[src/rtl/seg_pkg.sv]
// Shared definitions for the scanned 7-segment counter.
// Provides the button index map, the hex-digit 7-segment code table
// and a decode helper. Segment codes are active-high {g,f,e,d,c,b,a}.
package seg_pkg;

  localparam int unsigned NUM_BUTTONS = 4;
  localparam int unsigned DIGIT_W     = 4;
  localparam int unsigned SEG_W       = 7;

  localparam int unsigned BTN_INC  = 0;
  localparam int unsigned BTN_DEC  = 1;
  localparam int unsigned BTN_CLR  = 2;
  localparam int unsigned BTN_HOLD = 3;

  // Active-high segment patterns for 0..F ({g,f,e,d,c,b,a}).
  localparam logic [SEG_W-1:0] SEG_TABLE [16] = '{
    7'h3F, 7'h06, 7'h5B, 7'h4F, 7'h66, 7'h6D, 7'h7D, 7'h07,
    7'h7F, 7'h6F, 7'h77, 7'h7C, 7'h39, 7'h5E, 7'h79, 7'h71
  };

  function automatic logic [SEG_W-1:0] seg_decode(input logic [DIGIT_W-1:0] value);
    return SEG_TABLE[value];
  endfunction

endpackage

[src/rtl/btn_debounce_pulse.sv]
// Button conditioner: 2-FF synchroniser, stability counter, rising-edge pulse.
// Ports:
//   i_clk     clock
//   i_rst     synchronous active-high reset
//   i_button  raw asynchronous button level
//   o_pulse   registered single-cycle pulse on an accepted 0->1 level change
module btn_debounce_pulse #(
  parameter int unsigned DEBOUNCE_CYCLES = 1_000_000
) (
  input  logic i_clk,
  input  logic i_rst,
  input  logic i_button,
  output logic o_pulse
);

  localparam int unsigned CNT_W = $clog2(DEBOUNCE_CYCLES + 1);

  logic             sync1;
  logic             sync2;
  logic             level;
  logic [CNT_W-1:0] stable_cnt;

  // The accepted level moves only after DEBOUNCE_CYCLES consecutive cycles of
  // the opposite synchronised level; any return to the old level restarts.
  always_ff @(posedge i_clk) begin
    if (i_rst) begin
      sync1      <= 1'b0;
      sync2      <= 1'b0;
      level      <= 1'b0;
      stable_cnt <= '0;
      o_pulse    <= 1'b0;
    end else begin
      sync1   <= i_button;
      sync2   <= sync1;
      o_pulse <= 1'b0;
      if (sync2 == level) begin
        stable_cnt <= '0;
      end else if (stable_cnt == CNT_W'(DEBOUNCE_CYCLES - 1)) begin
        level      <= sync2;
        stable_cnt <= '0;
        o_pulse    <= sync2;
      end else begin
        stable_cnt <= stable_cnt + CNT_W'(1);
      end
    end
  end

endmodule

[src/rtl/seg_scan_counter.sv]
// Multi-digit up/down counter with hold snapshot, scanned onto one 7-seg bus.
// Ports:
//   i_clk          clock
//   i_rst          synchronous active-high reset
//   i_button[3:0]  raw buttons: [0] inc, [1] dec, [2] clear, [3] hold toggle
//   o_digitalTube  segments {g,f,e,d,c,b,a} of the selected digit
//   o_sel          one-hot digit select, bit k = digit k
//   o_led          {ovf, unf, hold, 0, live digit0}
module seg_scan_counter
  import seg_pkg::*;
#(
  parameter int unsigned NUM_DIGITS      = 4,
  parameter bit          HEX_MODE        = 1'b0,
  parameter int unsigned DEBOUNCE_CYCLES = 1_000_000,
  parameter int unsigned SCAN_CYCLES     = 50_000,
  parameter bit          SEG_ACTIVE_LOW  = 1'b1
) (
  input  logic                  i_clk,
  input  logic                  i_rst,
  input  logic [3:0]            i_button,
  output logic [SEG_W-1:0]      o_digitalTube,
  output logic [NUM_DIGITS-1:0] o_sel,
  output logic [7:0]            o_led
);

  localparam int unsigned IDX_W = (NUM_DIGITS > 1) ? $clog2(NUM_DIGITS) : 1;
  localparam int unsigned PRE_W = $clog2(SCAN_CYCLES + 1);
  localparam logic [DIGIT_W-1:0] DIGIT_MAX = HEX_MODE ? 4'hF : 4'h9;
  localparam logic [SEG_W-1:0]   SEG_ZERO  = SEG_ACTIVE_LOW ? ~SEG_TABLE[0] : SEG_TABLE[0];

  logic [NUM_BUTTONS-1:0] pulse;

  logic [NUM_DIGITS-1:0][DIGIT_W-1:0] count_q;
  logic [NUM_DIGITS-1:0][DIGIT_W-1:0] count_d;
  logic [NUM_DIGITS-1:0][DIGIT_W-1:0] snap_q;
  logic [NUM_DIGITS-1:0][DIGIT_W-1:0] disp_c;
  logic                               ovf_q;
  logic                               ovf_d;
  logic                               unf_q;
  logic                               unf_d;
  logic                               hold_q;
  logic                               carry;

  logic [PRE_W-1:0] presc_q;
  logic [IDX_W-1:0] idx_q;
  logic [SEG_W-1:0] seg_c;

  logic inc_p;
  logic dec_p;
  logic clr_p;
  logic hold_p;

  // One conditioner per button.
  for (genvar b = 0; b < NUM_BUTTONS; b++) begin : g_btn
    btn_debounce_pulse #(
      .DEBOUNCE_CYCLES(DEBOUNCE_CYCLES)
    ) u_btn (
      .i_clk    (i_clk),
      .i_rst    (i_rst),
      .i_button (i_button[b]),
      .o_pulse  (pulse[b])
    );
  end

  assign inc_p  = pulse[BTN_INC];
  assign dec_p  = pulse[BTN_DEC];
  assign clr_p  = pulse[BTN_CLR];
  assign hold_p = pulse[BTN_HOLD];

  // Next count: clear wins, inc+dec together cancel, otherwise ripple carry/borrow.
  always_comb begin
    count_d = count_q;
    ovf_d   = ovf_q;
    unf_d   = unf_q;
    carry   = 1'b0;
    if (clr_p) begin
      count_d = '0;
      ovf_d   = 1'b0;
      unf_d   = 1'b0;
    end else if (inc_p && !dec_p) begin
      carry = 1'b1;
      for (int k = 0; k < int'(NUM_DIGITS); k++) begin
        if (carry) begin
          if (count_q[k] == DIGIT_MAX) begin
            count_d[k] = '0;
          end else begin
            count_d[k] = count_q[k] + DIGIT_W'(1);
            carry      = 1'b0;
          end
        end
      end
      if (carry) ovf_d = 1'b1;
    end else if (dec_p && !inc_p) begin
      carry = 1'b1;
      for (int k = 0; k < int'(NUM_DIGITS); k++) begin
        if (carry) begin
          if (count_q[k] == '0) begin
            count_d[k] = DIGIT_MAX;
          end else begin
            count_d[k] = count_q[k] - DIGIT_W'(1);
            carry      = 1'b0;
          end
        end
      end
      if (carry) unf_d = 1'b1;
    end
  end

  // Count, flags and hold snapshot; the snapshot captures the pre-update count.
  always_ff @(posedge i_clk) begin
    if (i_rst) begin
      count_q <= '0;
      snap_q  <= '0;
      ovf_q   <= 1'b0;
      unf_q   <= 1'b0;
      hold_q  <= 1'b0;
    end else begin
      count_q <= count_d;
      ovf_q   <= ovf_d;
      unf_q   <= unf_d;
      hold_q  <= hold_q ^ hold_p;
      if (hold_p && !hold_q) snap_q <= count_q;
    end
  end

  assign disp_c = hold_q ? snap_q : count_q;
  assign seg_c  = seg_decode(disp_c[idx_q]);

  // Scan prescaler and digit index.
  always_ff @(posedge i_clk) begin
    if (i_rst) begin
      presc_q <= '0;
      idx_q   <= '0;
    end else if (presc_q == PRE_W'(SCAN_CYCLES - 1)) begin
      presc_q <= '0;
      idx_q   <= (idx_q == IDX_W'(NUM_DIGITS - 1)) ? '0 : idx_q + IDX_W'(1);
    end else begin
      presc_q <= presc_q + PRE_W'(1);
    end
  end

  // Select and segments are registered from the same index so they always agree.
  always_ff @(posedge i_clk) begin
    if (i_rst) begin
      o_sel         <= NUM_DIGITS'(1);
      o_digitalTube <= SEG_ZERO;
      o_led         <= 8'h00;
    end else begin
      o_sel         <= NUM_DIGITS'(1) << idx_q;
      o_digitalTube <= SEG_ACTIVE_LOW ? ~seg_c : seg_c;
      o_led         <= {ovf_q, unf_q, hold_q, 1'b0, count_q[0]};
    end
  end

endmodule

[config.mk]
export PLATFORM = sky130hd
export DESIGN_NAME = seg_scan_counter
export DESIGN_NICKNAME = d
export VERILOG_FILES = /design/src/rtl/seg_pkg.sv /design/src/rtl/btn_debounce_pulse.sv /design/src/rtl/seg_scan_counter.sv
export SDC_FILE = /design/constraint.sdc
export NUM_CORES = 1
export LEC_CHECK = 0
export CELL_PAD_IN_SITES_DETAIL_PLACEMENT = 1
export CELL_PAD_IN_SITES_GLOBAL_PLACEMENT = 1
export CORE_UTILIZATION = 32
export DETAILED_ROUTE_END_ITERATION = 7
export PLACE_DENSITY_LB_ADDON = 0.1
export SYNTH_ARGS = -nofsm -noshare
export SYNTH_HDL_FRONTEND = slang
export SYNTH_SLANG_ARGS = --single-unit
[constraint.sdc]
create_clock -name i_clk -period 3.1 [get_ports i_clk]
set_input_delay 0.62 -clock i_clk [delete_from_list [all_inputs] [get_ports i_clk]]
set_output_delay 0.62 -clock i_clk [all_outputs]
set_load 0.005 [all_outputs]
### Placement density heat map, run 1

16 x 16 tiles, from white (low) to dark blue (high), 0 to 100% covered.
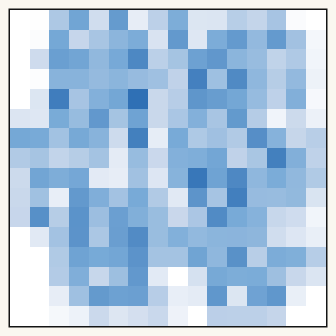
mean over tiles	34%
nearly empty tiles	9.0%
emptiest ninth of the die	south-west
fullest tile	74%
standard cell core area: 0.0234 sq mm
effective utilization at floorplan: 0.326
Final Util: 0.374

### Clock distribution, run 1

Scale bar: 50 microns.
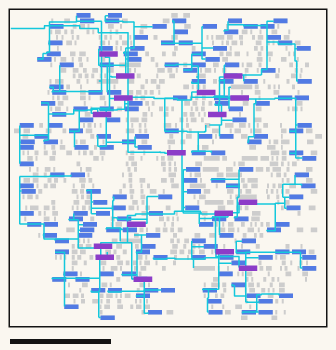
[blue] flip-flops | count: 167
[purple] cells driving clock nets | count: 17
[cyan] clock wires | length: 2220 microns
flops lie	all over the die
Insertion Delay late pin: 0.43 ns
final setup skew: 0.0104 ns
part of the power in the clock network: 0.521

### Cell outlines without signal wires, run 1

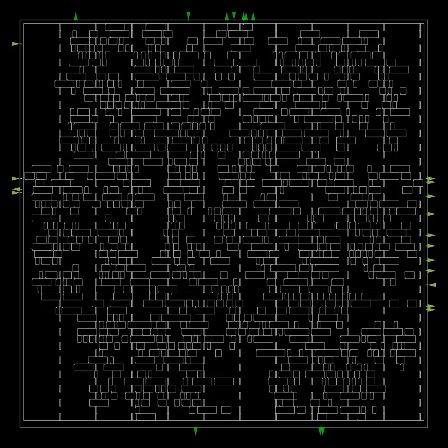
number of core rows: 56
Final Instance Count excl. Fillers: 1191

### Signal wires on met3, run 1

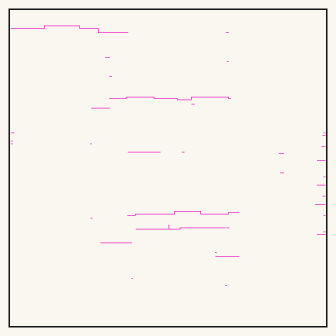
nets with wire on the layer	20
wire length on this layer	325 microns
main direction	horizontal
share of all routed wire	1.9%
longest straight run	22.3 microns
Global Route met3 Usage: 0.0307
total wirelength of the detailed-routed design: 17100 microns
number of vias in the routed layout: 5791

==> impl_results.rst, run 1 <==
Synthesis and place-and-route
=============================

.. list-table::
   :header-rows: 1

   * - Metric
     - Value
   * - Run status
     - complete, no violations
   * - Most instantiated cells after synthesis
     - 168 x sky130_fd_sc_hd__nor2_1, 167 x sky130_fd_sc_hd__dfxtp_1, 62 x sky130_fd_sc_hd__xor2_1
   * - Slew at the pin with the worst max-slew slack
     - 0.966 ns
   * - Type of element launching the critical path
     - flop
   * - Sequential-cell power consumption
     - 2.16 mW
   * - Hold Path Stages
     - 1
   * - Most common cell in the synthesized netlist
     - sky130_fd_sc_hd__nor2_1
   * - Fraction of met2 tracks used by global routing
     - 0.266
   * - Family with the most delay on the worst path
     - multiplexers
   * - Met3 WL post-DR
     - 325 microns
   * - Post-synthesis share of cell area spent on full adders, half adders and majority gates
     - 0.0262
   * - Count of inverters other than clock inverters in the layout
     - 20
   * - Antenna violations before repair
     - 0
   * - Data arrival time of the critical path
     - 2.84 ns
   * - Critical Path Max Stage Delay
     - around 0.63 ns
   * - Seq pwr share
     - 0.468
   * - Stage-log warning count
     - 33
   * - CP cell instances
     - mux4_2 > mux2i_1 > inv_1 > ha_1 > or4_1 > o31ai_1
   * - Leftover overflow at the end of global routing
     - 0
   * - NonClk Buf Share
     - 0.0300
   * - Pin count of the biggest net entering global routing
     - 31
   * - Most frequent logic cell in the layout
     - sky130_fd_sc_hd__nor2_1
   * - Worst IR drop on VDD
     - around 0.00022 V
   * - Required arrival time at the worst endpoint
     - 3.44 ns
   * - Chip area line of the yosys report
     - ~0.0076 sq mm
   * - Number of antenna-violating nets in the routed design
     - 0
   * - Global-route wire length before repair
     - 29900 microns
   * - Count of flip-flops with a built-in enable after synthesis
     - 0
   * - HPWL Detailed
     - 11900 microns
   * - Number of cells on the critical path
     - 6
   * - Wire length per cell
     - 14.3 microns
   * - H-tree Lvls
     - 4
   * - Syn avg cell area
     - 8.85 sq um
   * - Fraction of area in clock buffers and inverters
     - 0.0764
   * - Weighted congestion reported at the end of routability-driven placement
     - 0.747
   * - Reg-to-reg endpoint
     - o_digitalTube[4]$_SDFF_PP0_
   * - Post-CTS Repair Setup Buffers
     - 0
   * - Static leakage
     - about 3 nW
   * - Cell resize tally after clock tree synthesis
     - 0
   * - Area taken by multi-input logic gates
     - 0.00400 sq mm
   * - Io pins
     - 25
   * - Distinct cells, synth
     - 61
   * - Area overhead of the layout relative to synthesis
     - 14.7%
   * - Synth Cell Area
     - 0.00763 sq mm
   * - Startpoint of the most critical setup path
     - idx_q[1]$_SDFFE_PP0N_
   * - Vias per cell
     - 4.86
   * - Ratio of cells with drive above 1 in the final layout
     - 0.0596
   * - RSZ-0062 raised after global routing
     - false
   * - Global routing usage on met1
     - 0.181
   * - Worst hold path type
     - reg2reg
   * - Count of nets after finishing
     - slightly below 900
   * - Portion of the post-synthesis area used by sequential elements
     - 0.438
   * - Proportion of total power due to net switching
     - 0.198
   * - Top cell category
     - multi-input combinational cells
   * - Post-synthesis share of cell area spent on xor and xnor gates
     - 0.116
   * - Depth of the worst register-to-register path
     - 6
   * - Total of buffers placed on input and output ports
     - 23
   * - Count of clock tree sinks
     - 167
   * - Layout Cell Area excl Fill
     - about 0.009 sq mm
   * - Worst Slack Setup Final
     - 0.600 ns
   * - Final hold slack
     - 0.438 ns
   * - Die Size
     - 0.0245 sq mm
   * - Area contributors post-synth
     - sky130_fd_sc_hd__dfxtp_1 44%, sky130_fd_sc_hd__nor2_1 8.3%, sky130_fd_sc_hd__xor2_1 7.1%
   * - Critical path buffers and inverters
     - 1
   * - Cell with the largest stage delay on the worst path
     - sky130_fd_sc_hd__dfxtp_1
   * - Critical Path Sink Type
     - flop
   * - Wire length on met2
     - 8330 microns
   * - Synth Flop Type
     - sky130_fd_sc_hd__dfxtp_1
   * - Setup slack of the worst register-to-register path
     - between 0.6 and 0.7 ns
   * - Commonest cells after routing, fill and taps aside
     - 168 x sky130_fd_sc_hd__nor2_1, 167 x sky130_fd_sc_hd__dfxtp_1, 62 x sky130_fd_sc_hd__xor2_1
   * - Cell total in the yosys stat output
     - between 800 and 900
   * - Post-layout minimum cycle time
     - 2.50 ns
   * - MUX share of area
     - 0.0614
   * - Complex Gates by Area
     - 0.0614
   * - Setup slack at placement
     - ~0.59 ns
   * - Psw
     - 0.917 mW
   * - Clock root buffer
     - sky130_fd_sc_hd__clkbuf_16
   * - Biggest consumer
     - the clock network
   * - Cell-internal power
     - 3.71 mW
   * - Pwr/cell area
     - 529 mW/mm^2
   * - Remaining design rule violation count
     - 0
   * - Worst min-delay path endpoint
     - g_btn[0].u_btn.sync2$_SDFF_PP0_
   * - Gate count of the mapped netlist
     - 862
   * - Achievable Freq
     - 400 MHz
   * - Critical path capture point
     - o_digitalTube[4]$_SDFF_PP0_
   * - GRT busiest layer
     - met2
   * - Maximum net fanout on the critical path
     - 13
   * - Logic gate share of total power
     - 0.012
   * - Main logic family after synthesis
     - simple AND/OR/NAND/NOR gates
   * - Top metal layer carrying routed signals
     - met4
   * - Power in the clock group
     - roughly 2.4 mW
   * - Final Hold Violating Endpoints
     - 0
   * - Final Power
     - approximately 4.6 mW
   * - Number of synthesized register bits
     - 167
   * - Number of max-cap violations
     - 0
   * - Worst-case headroom to the max-slew limit
     - 0.356
   * - Hold Buf Count CTS
     - 0
   * - Post-Synthesis Net Count
     - between 800 and 900
   * - Diode count
     - 0
   * - Comb area share
     - 0.457
   * - Metal1 wirelength
     - 8130 microns
   * - Flip-flop count of the largest register, all copies and words added
     - 80
   * - Number of buffers outside the clock class in the layout
     - 28
   * - Largest Register
     - g_btn.u_btn.stable_cnt
   * - Cell count after placement
     - 1160
   * - # setup viols final
     - 0
   * - Reg-to-reg startpoint
     - idx_q[1]$_SDFFE_PP0N_
   * - Layout fillers
     - 2772
   * - Max Root-Sink Buffers
     - 2
   * - Cell type with the largest total area after synthesis
     - sky130_fd_sc_hd__dfxtp_1
   * - Total combinational power
     - 0.0553 mW
--- run 2 (diff from run 1) ---
Clock period 3.1 ns to 2.2 ns, I/O delays scaled along.
### Clock distribution, run 2

Scale bar: 50 microns.
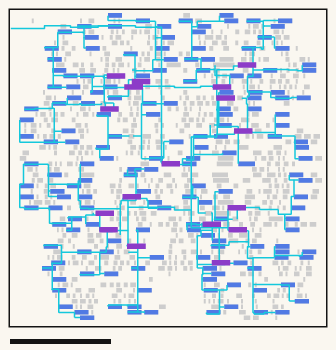
[purple] cells driving clock nets | count: 17
[blue] flip-flops | count: 167
[cyan] clock wires | length: 2250 microns
flops lie	all over the die
routed clock nets	18

### Signal wires on met3, run 2

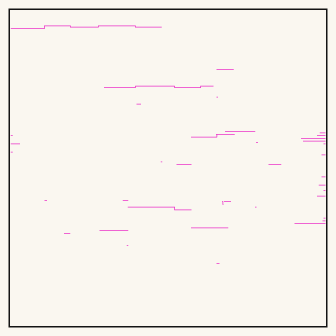
nets with wire on the layer	26
wire length on this layer	336 microns

==> run 2 against run 1 <==
Register-to-register slack lost 0.47 ns; cell area grew 2.2%; first-iteration DRC count grew 59%; count of clock-buffer cells in the layout grew 1; fmax grew 21%; critical path depth is the same; synthesized cell count is the same; critical path type unchanged.
==> impl_results.rst, run 2 <==
Synthesis and place-and-route
=============================

.. list-table::
   :header-rows: 1

   * - Metric
     - Value
   * - Count of clock tree sinks
     - 167 (unchanged)
   * - Pwr/cell area
     - 677 mW/mm^2 (was 529 mW/mm^2)
   * - Total wirelength of the detailed-routed design
     - 17200 microns (was 17100 microns)
   * - Flip-flop count of the largest register, all copies and words added
     - 80 (unchanged)
   * - Weighted congestion reported at the end of routability-driven placement
     - 0.804 (was 0.747)
   * - Cell type with the largest total area after synthesis
     - sky130_fd_sc_hd__dfxtp_1 (unchanged)
   * - Ratio of cells with drive above 1 in the final layout
     - 0.0952 (was 0.0596)
   * - Global routing usage on met1
     - 0.190 (was 0.181)
   * - Logic gate share of total power
     - 0.014 (was 0.012)
   * - Critical path buffers and inverters
     - 1 (unchanged)
   * - Wire length on met2
     - 8400 microns (was 8330 microns)
   * - Comb area share
     - 0.447 (was 0.457)
   * - Largest Register
     - g_btn.u_btn.stable_cnt (unchanged)
   * - Area contributors post-synth
     - sky130_fd_sc_hd__dfxtp_1 44%, sky130_fd_sc_hd__nor2_1 8.3%, sky130_fd_sc_hd__xor2_1 7.1% (unchanged)
   * - Layout Cell Area excl Fill
     - 0.00894 sq mm (was 0.00875 sq mm)
   * - Part of the power in the clock network
     - 0.483 (was 0.521)
   * - Hold Buf Count CTS
     - 0 (unchanged)
   * - Insertion Delay late pin
     - 0.43 ns (about the same)
   * - Clock root buffer
     - sky130_fd_sc_hd__clkbuf_16 (unchanged)
   * - Post-layout minimum cycle time
     - 2.07 ns (was 2.50 ns)
   * - Proportion of total power due to net switching
     - 0.222 (was 0.198)
   * - Pin count of the biggest net entering global routing
     - 31 (unchanged)
   * - Syn avg cell area
     - 8.85 sq um (unchanged)
   * - Cell-internal power
     - 4.71 mW (was 3.71 mW)
   * - Count of inverters other than clock inverters in the layout
     - 20 (unchanged)
   * - Post-synthesis share of cell area spent on full adders, half adders and majority gates
     - 0.0262 (unchanged)
   * - Effective utilization at floorplan
     - 0.326 (unchanged)
   * - Distinct cells, synth
     - 61 (unchanged)
   * - Post-CTS Repair Setup Buffers
     - 0 (unchanged)
   * - Number of core rows
     - 56 (unchanged)
   * - Final Hold Violating Endpoints
     - 0 (unchanged)
   * - Post-Synthesis Net Count
     - 884 (unchanged)
   * - HPWL Detailed
     - 12500 microns (was 11900 microns)
   * - Number of buffers outside the clock class in the layout
     - 58 (was 28)
   * - Top metal layer carrying routed signals
     - met4 (unchanged)
   * - Final Util
     - 0.382 (was 0.374)
   * - Stage-log warning count
     - 33 (unchanged)
   * - Psw
     - 1.34 mW (was 0.917 mW)
   * - Area overhead of the layout relative to synthesis
     - 17.2% (was 14.7%)
   * - Biggest consumer
     - registers (was the clock network)
   * - Sequential-cell power consumption
     - 3.04 mW (was 2.16 mW)
   * - Worst Slack Setup Final
     - 0.130 ns (was 0.600 ns)
   * - Met3 WL post-DR
     - 336 microns (was 325 microns)
   * - Required arrival time at the worst endpoint
     - 2.52 ns (was 3.44 ns)
   * - Most instantiated cells after synthesis
     - 168 x sky130_fd_sc_hd__nor2_1, 167 x sky130_fd_sc_hd__dfxtp_1, 62 x sky130_fd_sc_hd__xor2_1 (unchanged)
   * - H-tree Lvls
     - 4 (unchanged)
   * - Portion of the post-synthesis area used by sequential elements
     - 0.438 (unchanged)
   * - Layout fillers
     - 2783 (was 2772)
   * - Count of nets after finishing
     - 912 (was 882)
   * - Worst hold path type
     - in2reg (was reg2reg)
   * - Final Power
     - 6.05 mW (was 4.62 mW)
   * - Metal1 wirelength
     - 8230 microns (was 8130 microns)
   * - RSZ-0062 raised after global routing
     - false (unchanged)
   * - Worst min-delay path endpoint
     - o_led[3]$_SDFF_PP0_ (was g_btn[0].u_btn.sync2$_SDFF_PP0_)
   * - Global Route met3 Usage
     - 0.0316 (was 0.0307)
   * - Fraction of area in clock buffers and inverters
     - 0.0647 (was 0.0764)
   * - Die Size
     - 0.0245 sq mm (unchanged)
   * - Wire length per cell
     - 14.0 microns (was 14.3 microns)
   * - Hold Path Stages
     - 2 (was 1)
   * - Number of antenna-violating nets in the routed design
     - 0 (unchanged)
   * - # setup viols final
     - 0 (unchanged)
   * - Type of element launching the critical path
     - flop (unchanged)
   * - Post-synthesis share of cell area spent on xor and xnor gates
     - 0.116 (unchanged)
   * - Leftover overflow at the end of global routing
     - 0 (unchanged)
   * - Worst-case headroom to the max-slew limit
     - 0.355 (was 0.356)
   * - Antenna violations before repair
     - 0 (unchanged)
   * - Gate count of the mapped netlist
     - 862 (unchanged)
   * - Reg-to-reg startpoint
     - hold_q$_SDFF_PP0_ (was idx_q[1]$_SDFFE_PP0N_)
   * - Run status
     - complete, no violations (unchanged)
   * - Io pins
     - 25 (unchanged)
   * - Slew at the pin with the worst max-slew slack
     - 0.968 ns (was 0.966 ns)
   * - Vias per cell
     - 4.83 (was 4.86)
   * - Setup slack of the worst register-to-register path
     - 0.13 ns (was 0.60 ns)
   * - Final Instance Count excl. Fillers
     - 1222 (was 1191)
   * - CP cell instances
     - mux4_2 > mux2i_2 > inv_1 > ha_1 > or4_1 > o31ai_1 (was mux4_2 > mux2i_1 > inv_1 > ha_1 > or4_1 > o31ai_1)
   * - Count of flip-flops with a built-in enable after synthesis
     - 0 (unchanged)
--- run 3 (diff from run 2) ---
Settings changed: REMOVE_ABC_BUFFERS set to 1.
### Ports around the boundary, run 3

Pins as bars across the die edge, other pins in gray.
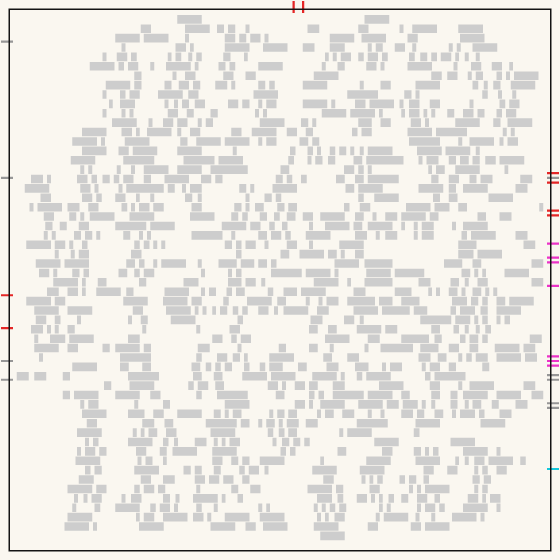
color	port	pins	direction	edge
cyan	i_rst	1	input	east
magenta	o_digitalTube	7	output	east
red	o_led	8	output	4 east, 2 north, 2 west
all pins by edge	17 east, 6 west, 2 north

### Clock distribution, run 3

Scale bar: 50 microns.
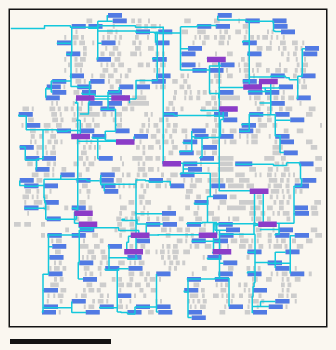
[cyan] clock wires | length: 2320 microns
[blue] flip-flops | count: 167
[purple] cells driving clock nets | count: 17
flops lie	all over the die
routed clock nets	18

==> run 3 against run 2 <==
Routed wire length rose by 0.83%; flip-flop count did not move; combinational power barely moved; sequential power barely moved; sequential share of layout area fell by 0.24 points; register-to-register slack got worse by 0.02 ns; global-route usage rose by 0.081 points; via count barely moved; critical path type unchanged.
==> impl_results.rst, run 3 <==
Synthesis and place-and-route
=============================

.. list-table::
   :header-rows: 1

   * - Metric
     - Value
   * - Run status
     - complete, no violations (unchanged)
   * - HPWL Detailed
     - 12400 microns (was 12500 microns)
   * - Number of vias in the routed layout
     - 5899 (was 5902)
   * - Final Hold Violating Endpoints
     - 0 (unchanged)
   * - Area contributors post-synth
     - sky130_fd_sc_hd__dfxtp_1 44%, sky130_fd_sc_hd__nor2_1 8.3%, sky130_fd_sc_hd__xor2_1 7.1% (unchanged)
   * - Syn avg cell area
     - 8.85 sq um (unchanged)
   * - Number of buffers outside the clock class in the layout
     - 62 (was 58)
   * - Area taken by multi-input logic gates
     - 0.00402 sq mm (was 0.00400 sq mm)
   * - Static leakage
     - 3.14 nW (was 3.11 nW)
   * - Flip-flop count of the largest register, all copies and words added
     - 80 (unchanged)
   * - Synth Flop Type
     - sky130_fd_sc_hd__dfxtp_1 (unchanged)
   * - H-tree Lvls
     - 4 (unchanged)
   * - Proportion of total power due to net switching
     - 0.218 (was 0.222)
   * - Cell-internal power
     - 4.89 mW (was 4.71 mW)
   * - Final Instance Count excl. Fillers
     - 1226 (was 1222)
   * - Complex Gates by Area
     - 0.0614 (unchanged)
   * - Worst-case headroom to the max-slew limit
     - 0.611 (was 0.355)
   * - Cell count after placement
     - 1194 (was 1190)
   * - Setup slack of the worst register-to-register path
     - 0.11 ns (was 0.13 ns)
   * - Final Util
     - 0.384 (was 0.382)
   * - Commonest cells after routing, fill and taps aside
     - 168 x sky130_fd_sc_hd__nor2_1, 166 x sky130_fd_sc_hd__dfxtp_1, 62 x sky130_fd_sc_hd__xor2_1 (unchanged)
   * - Type of element launching the critical path
     - flop (unchanged)
   * - Distinct cells, synth
     - 61 (unchanged)
   * - Reg-to-reg startpoint
     - hold_q$_SDFF_PP0_ (unchanged)
   * - Post-synthesis share of cell area spent on full adders, half adders and majority gates
     - 0.0262 (unchanged)
   * - Gate count of the mapped netlist
     - 862 (unchanged)
   * - Vias per cell
     - 4.81 (was 4.83)
   * - # setup viols final
     - 0 (unchanged)
   * - Data arrival time of the critical path
     - 2.44 ns (was 2.39 ns)
   * - Chip area line of the yosys report
     - 0.00763 sq mm (unchanged)
   * - Family with the most delay on the worst path
     - multiplexers (unchanged)
   * - Psw
     - 1.36 mW (was 1.34 mW)
   * - Reg-to-reg endpoint
     - o_digitalTube[4]$_SDFF_PP0_ (unchanged)
   * - Diode count
     - 0 (unchanged)
   * - Achievable Freq
     - 478 MHz (was 483 MHz)
   * - Number of max-cap violations
     - 0 (unchanged)
   * - Critical path buffers and inverters
     - 2 (was 1)
   * - Global routing usage on met1
     - 0.193 (was 0.190)
   * - Cell total in the yosys stat output
     - 862 (unchanged)
   * - Met3 WL post-DR
     - 350 microns (was 336 microns)
   * - Weighted congestion reported at the end of routability-driven placement
     - 0.831 (was 0.804)
   * - Power in the clock group
     - 3.13 mW (was 2.92 mW)
   * - Number of antenna-violating nets in the routed design
     - 0 (unchanged)
   * - Part of the power in the clock network
     - 0.500 (was 0.483)
   * - Critical path capture point
     - o_digitalTube[4]$_SDFF_PP0_ (unchanged)
   * - Cell with the largest stage delay on the worst path
     - sky130_fd_sc_hd__or4_1 (was sky130_fd_sc_hd__mux4_2)
   * - Total combinational power
     - 0.0845 mW (was 0.0846 mW)
   * - Most common cell in the synthesized netlist
     - sky130_fd_sc_hd__nor2_1 (unchanged)
   * - Sequential-cell power consumption
     - 3.04 mW (about the same)
   * - Slew at the pin with the worst max-slew slack
     - 0.584 ns (was 0.968 ns)
   * - Clock root buffer
     - sky130_fd_sc_hd__clkbuf_16 (unchanged)
   * - Logic gate share of total power
     - 0.014 (about the same)
   * - Critical Path Sink Type
     - flop (unchanged)
   * - Wire length on met2
     - 8260 microns (was 8400 microns)
   * - Post-layout minimum cycle time
     - 2.09 ns (was 2.07 ns)
   * - Fraction of met2 tracks used by global routing
     - 0.258 (was 0.260)
   * - Stage-log warning count
     - 32 (was 33)
   * - Maximum net fanout on the critical path
     - 3 (was 6)
   * - Metal1 wirelength
     - 8460 microns (was 8230 microns)
   * - Depth of the worst register-to-register path
     - 7 (was 6)
   * - Final setup skew
     - 0.0135 ns (was 0.0116 ns)
   * - Final hold slack
     - 0.377 ns (was 0.429 ns)
   * - Pwr/cell area
     - 696 mW/mm^2 (was 677 mW/mm^2)
   * - Pin count of the biggest net entering global routing
     - 21 (was 31)
   * - Post-synthesis share of cell area spent on xor and xnor gates
     - 0.116 (unchanged)
   * - Portion of the post-synthesis area used by sequential elements
     - 0.438 (unchanged)
   * - Hold Buf Count CTS
     - 0 (unchanged)
   * - Worst IR drop on VDD
     - 0.000385 V (was 0.000388 V)
   * - Number of cells on the critical path
     - 7 (was 6)
   * - CP cell instances
     - buf_12 > mux4_2 > mux2i_2 > inv_1 > ha_2 > or4_1 > o31ai_1 (was mux4_2 > mux2i_2 > inv_1 > ha_1 > or4_1 > o31ai_1)
   * - Wire length per cell
     - 14.1 microns (was 14.0 microns)
   * - Insertion Delay late pin
     - 0.43 ns (about the same)
   * - Final Power
     - 6.26 mW (was 6.05 mW)
   * - Global-route wire length before repair
     - 30000 microns (was 29900 microns)
   * - Critical Path Max Stage Delay
     - 0.53 ns (was 0.52 ns)
   * - Layout fillers
     - 2755 (was 2783)
   * - Total wirelength of the detailed-routed design
     - 17300 microns (was 17200 microns)
   * - Standard cell core area
     - 0.0234 sq mm (unchanged)
   * - Fraction of area in clock buffers and inverters
     - 0.0679 (was 0.0647)
   * - Layout Cell Area excl Fill
     - 0.00899 sq mm (was 0.00894 sq mm)
   * - Count of flip-flops with a built-in enable after synthesis
     - 0 (unchanged)
   * - Top metal layer carrying routed signals
     - met4 (unchanged)
   * - Setup slack at placement
     - -0.0347 ns (was -0.0643 ns)
   * - Most instantiated cells after synthesis
     - 168 x sky130_fd_sc_hd__nor2_1, 167 x sky130_fd_sc_hd__dfxtp_1, 62 x sky130_fd_sc_hd__xor2_1 (unchanged)
   * - Worst hold path type
     - in2reg (unchanged)
   * - NonClk Buf Share
     - 0.0608 (was 0.0602)
   * - Cell resize tally after clock tree synthesis
     - 2 (was 1)
   * - Count of nets after finishing
     - 916 (was 912)
   * - Remaining design rule violation count
     - 0 (unchanged)
   * - Max-slew violation total from the final report
     - 0 (unchanged)
   * - Most frequent logic cell in the layout
     - sky130_fd_sc_hd__nor2_1 (unchanged)
   * - Top cell category
     - multi-input combinational cells (unchanged)
   * - Antenna violations before repair
     - 0 (unchanged)
   * - Largest Register
     - g_btn.u_btn.stable_cnt (unchanged)
   * - Required arrival time at the worst endpoint
     - 2.54 ns (was 2.52 ns)
   * - Main logic family after synthesis
     - simple AND/OR/NAND/NOR gates (unchanged)
   * - Worst min-delay path endpoint
     - g_btn[0].u_btn.level$_SDFFE_PP0P_ (was o_led[3]$_SDFF_PP0_)
   * - Ratio of cells with drive above 1 in the final layout
     - 0.106 (was 0.0952)
   * - Leftover overflow at the end of global routing
     - 0 (unchanged)
   * - Die Size
     - 0.0245 sq mm (unchanged)
No activity file was given, so power comes from the tool's default toggle rates.
